## config.mk

```make
export PLATFORM = sky130hd
export DESIGN_NAME = mod_updown_counter
export DESIGN_NICKNAME = d
export VERILOG_FILES = /design/src/rtl/mod_updown_counter_pkg.sv /design/src/rtl/mod_updown_counter_cla_incdec.sv /design/src/rtl/mod_updown_counter.sv
export SDC_FILE = /design/constraint.sdc
export NUM_CORES = 1
export LEC_CHECK = 0
export CAP_MARGIN = 20
export CORE_ASPECT_RATIO = 1.4
export CORE_MARGIN = 4
export CORE_UTILIZATION = 46
export DETAILED_ROUTE_END_ITERATION = 7
export GPL_TIMING_DRIVEN = 0
export PLACE_DENSITY_LB_ADDON = 0.12
export SLEW_MARGIN = 20
export SYNTH_ARGS = -nofsm -noshare
export SYNTH_HDL_FRONTEND = slang
export SYNTH_SLANG_ARGS = --single-unit
```

## constraint.sdc

```tcl
create_clock -name clock -period 3.6 [get_ports clock]
set_input_delay 1.08 -clock clock [delete_from_list [all_inputs] [get_ports clock]]
set_output_delay 1.08 -clock clock [all_outputs]
set_load 0.01 [all_outputs]
```

## src/rtl/mod_updown_counter_pkg.sv

```systemverilog
// Shared constants and types for the up/down counter and its incrementer.
package mod_updown_counter_pkg;

   localparam int unsigned MODE_WRAP = 0;
   localparam int unsigned MODE_SAT  = 1;
   localparam int unsigned CLA_GROUP = 4;

   localparam int unsigned DEF_WIDTH   = 8;
   localparam int unsigned DEF_MODULUS = 256;
   localparam int unsigned DEF_MAX_VAL = DEF_MODULUS - 1;

   // Per-cycle action after priority resolution (clear > load > enable).
   typedef enum logic [1:0] {
      ACT_HOLD,
      ACT_CLEAR,
      ACT_LOAD,
      ACT_STEP
   } act_e;

endpackage

```

## src/rtl/mod_updown_counter_cla_incdec.sv

```systemverilog
// Carry-lookahead +1 / -1 unit built from 4-bit generate/propagate groups.
module cla_incdec
   import mod_updown_counter_pkg::*;
#(
   parameter int unsigned WIDTH = 8
) (
   input  logic [WIDTH-1:0] operand,
   input  logic             dec,
   input  logic             cin,
   output logic [WIDTH-1:0] result,
   output logic             cout
);

   localparam int unsigned NGRP = (WIDTH + CLA_GROUP - 1) / CLA_GROUP;
   localparam int unsigned PW   = NGRP * CLA_GROUP;

   logic [WIDTH-1:0] ndec;
   logic [PW-1:0]    a, b, g, p, c;

   // Pad bits get a=0, b=1 so the carry into bit WIDTH ripples straight to the top group.
   assign ndec = {WIDTH{~dec}};
   assign a    = PW'(operand);
   assign b    = ~PW'(ndec);
   assign g    = a & b;
   assign p    = a ^ b;

   for (genvar k = 0; k < NGRP; k++) begin : g_grp
      localparam int unsigned B = k * CLA_GROUP;
      logic ci, co, gg, gp;

      if (k == 0) begin : g_first
         assign ci = cin;
      end else begin : g_next
         assign ci = g_grp[k-1].co;
      end

      assign gg = g[B+3] | (p[B+3] & g[B+2]) | (p[B+3] & p[B+2] & g[B+1]) |
                  (p[B+3] & p[B+2] & p[B+1] & g[B]);
      assign gp = &p[B+3:B];

      assign c[B]   = ci;
      assign c[B+1] = g[B] | (p[B] & ci);
      assign c[B+2] = g[B+1] | (p[B+1] & g[B]) | (p[B+1] & p[B] & ci);
      assign c[B+3] = g[B+2] | (p[B+2] & g[B+1]) | (p[B+2] & p[B+1] & g[B]) |
                      (p[B+2] & p[B+1] & p[B] & ci);
      assign co     = gg | (gp & ci);
   end

   assign result = WIDTH'(p ^ c);
   assign cout   = g_grp[NGRP-1].co;

endmodule

```

## src/rtl/mod_updown_counter.sv

```systemverilog
// Parametrised up/down counter with clear, load, wrap/saturate and terminal flags.
module mod_updown_counter
   import mod_updown_counter_pkg::*;
#(
   parameter int unsigned      WIDTH    = DEF_WIDTH,
   parameter longint unsigned  MODULUS  = DEF_MODULUS,
   parameter int unsigned      SATURATE = MODE_WRAP
) (
   input  logic             clock,
   input  logic             reset,
   input  logic             enable,
   input  logic             up_down,
   input  logic             load,
   input  logic [WIDTH-1:0] load_value,
   input  logic             clear,
   output logic [WIDTH-1:0] value_out,
   output logic             carry_out,
   output logic             borrow_out,
   output logic             overflow,
   output logic             at_max,
   output logic             at_zero
);

   typedef logic [WIDTH-1:0] count_t;

   localparam count_t MAX_VAL = WIDTH'(MODULUS - 64'd1);
   localparam bit     POW2    = (MODULUS == (64'd1 << WIDTH));
   localparam bit     SAT     = (SATURATE == MODE_SAT);

   count_t value_q, value_d;
   logic   carry_q, carry_d;
   logic   borrow_q, borrow_d;
   logic   ovf_q, ovf_d;

   count_t step_val;
   logic   step_cout;
   logic   up_wrap, dn_wrap, wrap_hit;
   count_t wrap_val;
   act_e   act;

   cla_incdec #(.WIDTH(WIDTH)) u_incdec (
      .operand (value_q),
      .dec     (~up_down),
      .cin     (up_down),
      .result  (step_val),
      .cout    (step_cout)
   );

   // Full-range counters use the adder carry; reduced ranges compare against the ends.
   always_comb begin
      up_wrap = (value_q == MAX_VAL);
      dn_wrap = (value_q == '0);
      if (POW2) begin
         up_wrap = step_cout;
         dn_wrap = ~step_cout;
      end
      wrap_hit = up_down ? up_wrap : dn_wrap;
      wrap_val = up_down ? '0 : MAX_VAL;
   end

   always_comb begin
      act      = ACT_HOLD;
      value_d  = value_q;
      carry_d  = 1'b0;
      borrow_d = 1'b0;
      ovf_d    = ovf_q;

      if (clear)       act = ACT_CLEAR;
      else if (load)   act = ACT_LOAD;
      else if (enable) act = ACT_STEP;

      case (act)
         ACT_CLEAR: begin
            value_d = '0;
            ovf_d   = 1'b0;
         end
         ACT_LOAD: begin
            value_d = (load_value > MAX_VAL) ? MAX_VAL : load_value;
         end
         ACT_STEP: begin
            if (!wrap_hit) begin
               value_d = step_val;
            end else if (SAT) begin
               ovf_d = 1'b1;
            end else begin
               value_d  = wrap_val;
               carry_d  = up_down;
               borrow_d = ~up_down;
            end
         end
         default: ;
      endcase
   end

   always_ff @(posedge clock or posedge reset) begin
      if (reset) begin
         value_q  <= '0;
         carry_q  <= 1'b0;
         borrow_q <= 1'b0;
         ovf_q    <= 1'b0;
      end else begin
         value_q  <= value_d;
         carry_q  <= carry_d;
         borrow_q <= borrow_d;
         ovf_q    <= ovf_d;
      end
   end

   assign value_out  = value_q;
   assign carry_out  = carry_q;
   assign borrow_out = borrow_q;
   assign overflow   = ovf_q;
   assign at_max     = (value_q == MAX_VAL);
   assign at_zero    = (value_q == '0);

endmodule

```

Pin placement:
The bar under the picture is 10 um long. Pins as bars across the die edge, other pins in grey.
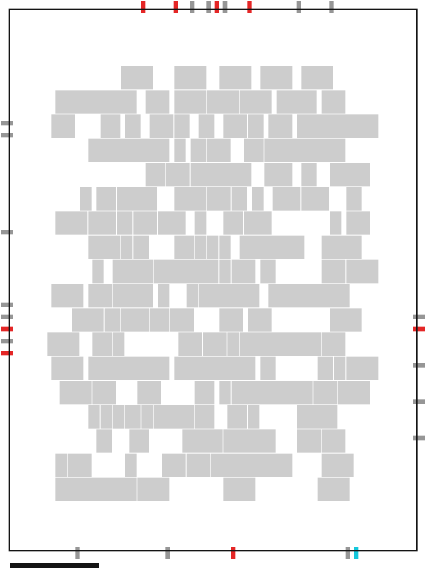
borrow_out: shown in cyan, pins 1, direction output, edge bottom. load_value: shown in red, pins 8, direction input, edge 4 top, 2 left, 1 bottom, 1 right.
All pins by edge: 9 top, 8 left, 5 bottom, 5 right.
IO Port Bufs: 24
chip width: 45.6 um
Die Y: 60.7 um

Cell sizes after repair:
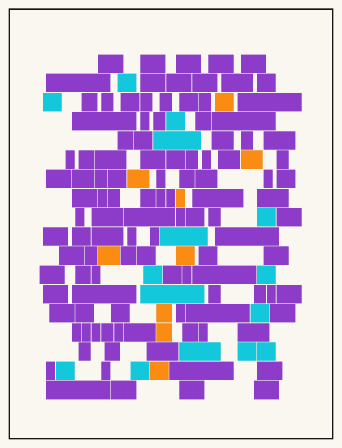
x3 and x4: shown in cyan, cells 15, share 11%, most used buf_4. x1 and smaller: shown in purple, cells 112, share 82%, most used clkdlybuf4s50_1. x2: shown in orange, cells 9, share 6.6%, most used and2_2.

Cell outlines without signal wires:
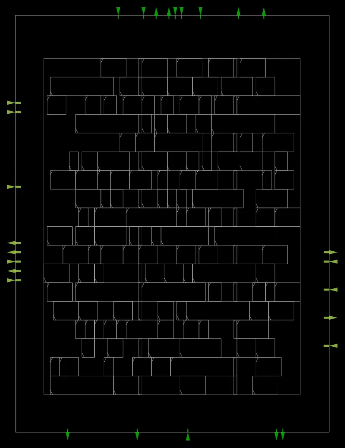
final core occ: 69.3%
number of core rows: 18
flop share of the area: 19.8%
# Taps: 20

Cell area per tile:
5 x 6 tiles, from white (low) to dark blue (high), 0 to 100% covered.
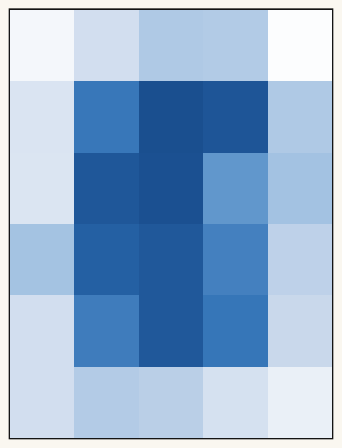
The densest ninth of the die: centre. The emptiest ninth of the die: upper left. The fullest tile reaches 88%. 23% of the tiles are over 75% full. 3.3% of the tiles are nearly empty. The mean over all tiles is 45%.

==> impl_metrics.tcl <==
# metrics dict for downstream scripts
set metrics [dict create \
    status "completed" \
    mux_share_pct 1.10 \
    area_leaders "dfrtp_1 27%, ha_1 14%, a21oi_1 4.9%" \
    drt_iter0_markers 12 \
    seqPwrFrac_pct 34.0 \
    crit_start "up_down" \
    dp_hpwl_um 1870 \
    grt_max_degree 11 \
    rr_startpoint "value_out[0]$_DFFE_PP0P_" \
    synthDistinctLibCells 36 \
    layout.nonclk_buf_share_pct 22.7 \
    fin_cells 156 \
    final_net_count 164 \
    async_flop_share_pct 100 \
    clkTransAtPathRegs_ns 0.07 \
    regArea_um2 250 \
    viasPerCell 5.88 \
    hold_path_class "reg -> reg" \
    tool_warnings 27 \
    startpoint_type "input port" \
    fp_nets 131 \
    chipArea_um2 2770 \
    synth_top_cell_by_count "nor2_1" \
    cts_buffers 3 \
    hold_viol_final 0 \
    powerDensity_nw_per_um2 318 \
    post-route-min-period_ns 3.52 \
    drive_gt1_share_pct 17.6 \
    top_cell_area_share_pct 27.5 \
    place_congestion 0.927 \
    seq_cell_power_w 0.000136 \
    drtAntennaViolNets 0 \
    dpl_worst_slack_ns -1.18 \
    nonClockInverterCount 5 \
    comb-power_w 0.000183 \
    final_max_slew_viol_count 0 \
    grt_pass1_wl_um 4120 \
    synthAoiAreaFrac_pct 22.5 \
    cp.arrival_ns 3.68 \
    wl_um 2600 \
    fill_cells 145 \
    r2r_setup_slack_ns 0.74 \
    maxPowerGroup "combinational cells" \
    route.met2.wl_um 1370 \
    num-multi-input-gates 87 \
    io_pins 27 \
    min_to "value_out[6]$_DFFE_PP0P_" \
]
worst max-delay path, cell delays in order:
cell and delay (ns):
buf_4 0.15, clkinvlp_4 0.11, buf_4 0.16, ha_1 0.35
a21o_1 0.22, a21oi_2 0.19, a21oi_2 0.11, o21a_1 0.23
nor2_2 0.14, ha_4 0.25, inv_2 0.12, a21boi_4 0.09
and2_2 0.20, a211o_1 0.28
repair_timing:
item | in CTS | in global routing
setup buffers | 3 | 1
setup endpoints to repair | 8 | 3
cloned | 0 | 0
resized | 13 | 2
pin swaps | 0 | 3
logic make-up (layout without fill, tap and decap cells):
logic type,count (synthesis),in the layout
AOI/OAI and AO/OA,31,31
adders and majority gates,12,12
other,1,1
and+or+nand+nor,40,40
xor gates and xnor gates,2,2
muxes,1,1
DFF,10,10
buffers and inverters,8,39
